<file path="config.mk">
export PLATFORM = sky130hd
export DESIGN_NAME = unit_deteccion_riesgos
export DESIGN_NICKNAME = d
export VERILOG_FILES = /design/src/rtl/unit_deteccion_riesgos.sv
export SDC_FILE = /design/constraint.sdc
export NUM_CORES = 1
export LEC_CHECK = 0
export CORE_MARGIN = 1.5
export CORE_UTILIZATION = 37
export CTS_CLUSTER_SIZE = 28
export DETAILED_ROUTE_END_ITERATION = 16
export MAX_ROUTING_LAYER = met4
export PLACE_DENSITY = 0.74
export SETUP_SLACK_MARGIN = 0.3
export SYNTH_ARGS = -nofsm -noshare
export SYNTH_HDL_FRONTEND = slang
export SYNTH_SLANG_ARGS = --single-unit
export TNS_END_PERCENT = 20
</file>
<file path="constraint.sdc">
create_clock -name i_clk -period 1.51 [get_ports i_clk]
set_input_delay 0.2265 -clock i_clk [delete_from_list [all_inputs] [get_ports i_clk]]
set_output_delay 0.2265 -clock i_clk [all_outputs]
set_load 0.005 [all_outputs]
</file>
<file path="src/rtl/unit_deteccion_riesgos.sv">
// ID-stage hazard/stall controller: load-use stall, taken-branch flush, HALT drain/freeze.
// Optional HAZARD_STATS_EN adds saturating stall/flush event counters.
module unit_deteccion_riesgos #(
    parameter int BITS_REGS    = 5,
    parameter int STALL_CYCLES = 1,
    parameter int DRAIN_CYCLES = 3
) (
    input  logic                 i_clk,
    input  logic                 i_reset,
    input  logic                 i_IDEX_mem_read,
    input  logic [BITS_REGS-1:0] i_IDEX_rt,
    input  logic [BITS_REGS-1:0] i_IFID_rs,
    input  logic [BITS_REGS-1:0] i_IFID_rt,
    input  logic                 i_branch_taken,
    input  logic                 i_halt,
    input  logic                 i_resume,
    output logic                 o_pc_write,
    output logic                 o_IFID_write,
    output logic                 o_IFID_flush,
    output logic                 o_ctrl_bubble,
`ifdef HAZARD_STATS_EN
    output logic [15:0]          o_stall_count,
    output logic [15:0]          o_flush_count,
`endif
    output logic                 o_halted
);

    typedef enum logic [1:0] {RUN, STALL, DRAIN, HALTED} state_t;

    localparam logic [2:0] STALL_LOAD = 3'(STALL_CYCLES - 1);
    localparam logic [2:0] DRAIN_LOAD = 3'(DRAIN_CYCLES - 1);

    state_t     state_q, state_d;
    logic [2:0] cnt_q, cnt_d;
    logic       halted_q, halted_d;
    logic       hz;
    logic       pc_write, ifid_write, ifid_flush, ctrl_bubble, stall_bubble;

    assign hz = i_IDEX_mem_read && (i_IDEX_rt != '0) &&
                ((i_IDEX_rt == i_IFID_rs) || (i_IDEX_rt == i_IFID_rt));

    // The hazard cycle in RUN is the first bubble, so STALL leaves once cnt
    // decrements to 0; DRAIN holds for the full count before freezing.
    always_comb begin
        state_d      = state_q;
        cnt_d        = cnt_q;
        halted_d     = halted_q;
        pc_write     = 1'b0;
        ifid_write   = 1'b0;
        ifid_flush   = 1'b0;
        ctrl_bubble  = 1'b1;
        stall_bubble = 1'b0;
        case (state_q)
            RUN: begin
                if (hz) begin
                    stall_bubble = 1'b1;
                    if (STALL_CYCLES > 1) begin
                        state_d = STALL;
                        cnt_d   = STALL_LOAD;
                    end
                end else if (i_halt) begin
                    state_d = DRAIN;
                    cnt_d   = DRAIN_LOAD;
                end else begin
                    pc_write    = 1'b1;
                    ifid_write  = 1'b1;
                    ifid_flush  = i_branch_taken;
                    ctrl_bubble = 1'b0;
                end
            end
            STALL: begin
                stall_bubble = 1'b1;
                cnt_d = (cnt_q != '0) ? cnt_q - 3'd1 : '0;
                if (cnt_q <= 3'd1) state_d = RUN;
            end
            DRAIN: begin
                if (cnt_q == '0) begin
                    state_d  = HALTED;
                    halted_d = 1'b1;
                end else begin
                    cnt_d = cnt_q - 3'd1;
                end
            end
            HALTED: begin
                if (i_resume) begin
                    state_d  = RUN;
                    halted_d = 1'b0;
                end
            end
            default: state_d = RUN;
        endcase
        if (i_reset) begin
            pc_write     = 1'b0;
            ifid_write   = 1'b0;
            ifid_flush   = 1'b0;
            ctrl_bubble  = 1'b1;
            stall_bubble = 1'b0;
        end
    end

    always_ff @(posedge i_clk) begin
        if (i_reset) begin
            state_q  <= RUN;
            cnt_q    <= '0;
            halted_q <= 1'b0;
        end else begin
            state_q  <= state_d;
            cnt_q    <= cnt_d;
            halted_q <= halted_d;
        end
    end

    assign o_pc_write    = pc_write;
    assign o_IFID_write  = ifid_write;
    assign o_IFID_flush  = ifid_flush;
    assign o_ctrl_bubble = ctrl_bubble;
    assign o_halted      = halted_q && !i_reset;

`ifdef HAZARD_STATS_EN
    logic [15:0] stall_count_q, stall_count_d;
    logic [15:0] flush_count_q, flush_count_d;

    always_comb begin
        stall_count_d = stall_count_q;
        flush_count_d = flush_count_q;
        if (stall_bubble && stall_count_q != '1) stall_count_d = stall_count_q + 16'd1;
        if (ifid_flush && flush_count_q != '1)   flush_count_d = flush_count_q + 16'd1;
    end

    always_ff @(posedge i_clk) begin
        if (i_reset) begin
            stall_count_q <= '0;
            flush_count_q <= '0;
        end else begin
            stall_count_q <= stall_count_d;
            flush_count_q <= flush_count_d;
        end
    end

    assign o_stall_count = stall_count_q;
    assign o_flush_count = flush_count_q;
`endif

endmodule

</file>
==> images/metal_stack.png <==
Scale bar: 10 um.
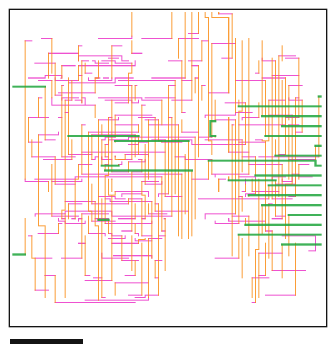
green -> met3  # wire length 172 um
magenta -> met1  # wire length 690 um
orange -> met2  # wire length 1,110 um
wire length per cell: 13.6 um
Post-Route WL: 1970 um
GRT Util Overall: 0.218
via total after detailed routing: 744

==> images/registers.png <==
Scale bar: 10 um. Other sequential cells in the stronger grey, the rest of the logic in the fainter grey.
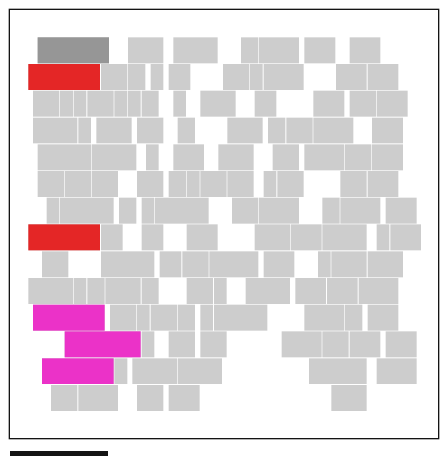
red -> state_q  # flops 2
magenta -> cnt_q  # flops 3

==> results.txt <==
Flow results.

- Per the synth stats, the flop cell with the highest instance count is sky130_fd_sc_hd__dfxtp_1.
- The width of the chip is 43.5 um.
- After clock tree synthesis, the clock-pin slew on the worst setup and hold paths is around 40 ps.
- The wire length of the first global-routing pass is roughly 3000 um.
- The number of antenna diodes in the final layout is 0.
- The chip area in the Yosys report is about 610 um2.
- The count of buffer and inverter cells on the critical path is 5.
- Per the synthesis report, the number of distinct cell types is 25.
- Counting every instance in the synthesized netlist gives around 77.
- The async set or reset register ratio after synthesis is 0.
- The final reports fail on setup timing.
- The number of setup buffers added after CTS is 3.
- In the post-synthesis netlist, the biggest area contributors are sky130_fd_sc_hd__dfxtp_1 (20%), sky130_fd_sc_hd__ha_1 (14%), sky130_fd_sc_hd__xor2_1 (14%).
- The setup TNS after final layout is -1380 ps.
- The depth of the CTS H-tree is 1.
- The number of buffers inserted by hold repair at cts is 0.
- The number of synthesized flops with an enable pin is 0.
- The floorplan step records an initial core utilization of 0.399.
- The number of hold-slack violations in the final timing report is 0.
- The largest buffer count on any clock path is 2.
- The critical path capture point type is a primary output.
- The post-synthesis compound-gate area fraction is 0.191.
- After floorplanning, the die was sized to cover roughly 1900 um2.
- The capturing instance or port of the critical path is o_ctrl_bubble.
- The final standard cell area without fillers is about 1100 um2.
- The cell-mix breakdown from Yosys lists the XOR/XNOR area share as 0.144.
- The initialized floorplan defines 14 standard-cell rows.
- The maximum number of pins on one net before global-route repair is 8.
- Timing analysis after detailed placement gives a worst setup slack of -901 ps.
- The ratio of cells with drive above 1 in the final layout is 0.450.
- Clock latency on the worst-skew pair, taken at its later pin, is about 240 ps.
- The number of nets at floorplan is between 100 and 150.
- The category of cells accounting for the largest share of critical-path delay is simple AND/OR/NAND/NOR gates.
- The worst reg-to-reg setup slack is -180 ps.
- The startpoint class of the critical path is an input port.
- The multiplexer area fraction after synthesis is 0.0329.
- The routed design shows a via density per instance of 5.13.
- The area of the mapped netlist is roughly 600 um2.
- The number of DRC markers in iteration 0 is 21.
- The flow ran to the end, but the final reports show violations.
- The number of cells upsized or downsized after cts is between 50 and 60.
- The final tally of setup violations is 9.
- The critical path is of the input port to primary output type.
- The endpoint of the worst hold path is reported as cnt_q[2]$_SDFFE_PP0P_.
- Of the post-synthesis cell area, the dominant cell type holds 0.198.
- The layout report lists the multi-input gate area as 498 um2.
- The clock tree from TritonCTS is done.
- The number of global-route vias before repair came to between 700 and 800.
- The required time reported for the critical path endpoint is around 1300 ps.
- Global routing finished with a remaining overflow of 0.
- The cell count in the Yosys report is about 77.
- Per the placement log, port buffering inserted 25 buffers.
- The area of placed instances is approximately 1000 um2.
- The average cell area after synthesis is ~8 um2.
- Measured in cells, the most critical reg-to-reg path has a length of 7.
- The critical path arrival is between 1500 and 2000 ps.
- The finished layout holds 145 standard cells, fillers aside.
- The chip height is 43.5 um.
- The minimum clock period after layout is ~1800 ps.
- The synthesized-area fraction occupied by adder cells is 0.144.
- The measured slew at the worst slew-check pin is about 280 ps.
- By instance count, the cell type seen most on the critical path is sky130_fd_sc_hd__buf_6.
- The worst-case clock skew is 3.68 ps.
- The number of top-level pins is 26.
- The number of antenna violations at the first check in global routing is 0.
- The final hold slack is 418 ps.
- By count the netlist is led by sky130_fd_sc_hd__nor2_1 (10), sky130_fd_sc_hd__xor2_1 (10), sky130_fd_sc_hd__inv_1 (8).
- The number of placed instances, taps included, is 138.
- The endpoint of the lowest-slack register-to-register path is cnt_q[2]$_SDFFE_PP0P_.
- The launch point of the worst min-delay path is recorded as i_reset.
- The number of clock buffers added by TritonCTS is 3.
- Per the OpenROAD floorplan log, the area of the core is around 1500 um2.
- The sequential cell area is 121 um2.
- Setup repair after global routing could not meet its margin everywhere.
- Based on the critical path, the design can be clocked at up to roughly 570 MHz.
- The path length in cells of the critical path is 9.
- The path class of the tightest hold or removal check is input port to flop.
- Counting the fill cells in the layout gives 119.
- According to the finish report, the design has a final net count of roughly 160.
- The report shows a maximum critical-path fanout of 2.
- The end-of-flow core utilization is 0.745.
- The highest supply drop recorded on VDD is between 900 and 1000 uV.
- The relative slew slack is 0.812.
- The count of antenna-violating nets left after detailed routing is 0.
- Counting pins that exceed their max-slew limit in the final report gives 0.
- The longest incremental delay of any stage on the critical path is reported as roughly 530 ps.
- Once routing completed, OpenROAD measured the worst setup slack at -248 ps.
- In the finished design, the share of the clock period the worst path needs comes to 1.16.
- Of the synthesized area, sequential elements account for 0.198.
- The report counts max-capacitance violations totalling 0.
- The post-synth register bit count is 6.
- The analysis attributes to cell leakage a power of roughly 0.55 nW.
- The warning total across the stage logs is 34.
- Among all stages on the critical path, the largest delay is contributed by sky130_fd_sc_hd__or4_4.
- The design draws roughly 0.0014 W.
[cell type report]
class	count	area share
Timing Repair Buffer	51	0.390
Multi-Input combinational cell	61	0.439
Sequential cell	6	0.107
Tap cell	16	0.0176
Inverter	8	0.0265
Clock buffer	3	0.0198
[where the power goes]
part           internal [W]  leakage [nW]  total [W]  switching (W)
clock network     0.0000894        0.0138   0.000139      0.0000497
logic              0.000548         0.488    0.00105       0.000498
registers          0.000216        0.0498   0.000245      0.0000289
[cells in the final DEF, fill, tap and decap left out, types with 2 or more instances in the layout]
cell type,instances
sky130_fd_sc_hd__buf_6,9
sky130_fd_sc_hd__dlymetal6s2s_1,2
sky130_fd_sc_hd__a221oi_2,2
sky130_fd_sc_hd__nor3_2,3
sky130_fd_sc_hd__nor2_1,10
sky130_fd_sc_hd__dlygate4sd2_1,8
sky130_fd_sc_hd__buf_4,22
sky130_fd_sc_hd__mux2i_1,2
sky130_fd_sc_hd__clkbuf_4,3
sky130_fd_sc_hd__ha_2,3
sky130_fd_sc_hd__o21ai_2,3
sky130_fd_sc_hd__nand2b_1,2
sky130_fd_sc_hd__inv_1,7
sky130_fd_sc_hd__nand2_1,3
sky130_fd_sc_hd__buf_2,3
sky130_fd_sc_hd__a21oi_1,2
sky130_fd_sc_hd__xor2_1,9
sky130_fd_sc_hd__dfxtp_1,5
sky130_fd_sc_hd__clkdlybuf4s50_1,4
sky130_fd_sc_hd__ha_1,4
sky130_fd_sc_hd__o21ai_0,4
[flip-flops by register name (all words and copies together), names as in the netlist]
signal and cells:
state_q 2, cnt_q 3, halted_q 1
[layer usage]
layer,part of all wire,track usage
met1,0.35,0.230
met2,0.56,0.412
met3,0.087,0.0208
met4,0,0.0727
met5,0,-
Power figures rest on the tool's default switching activity, not on a simulated workload.
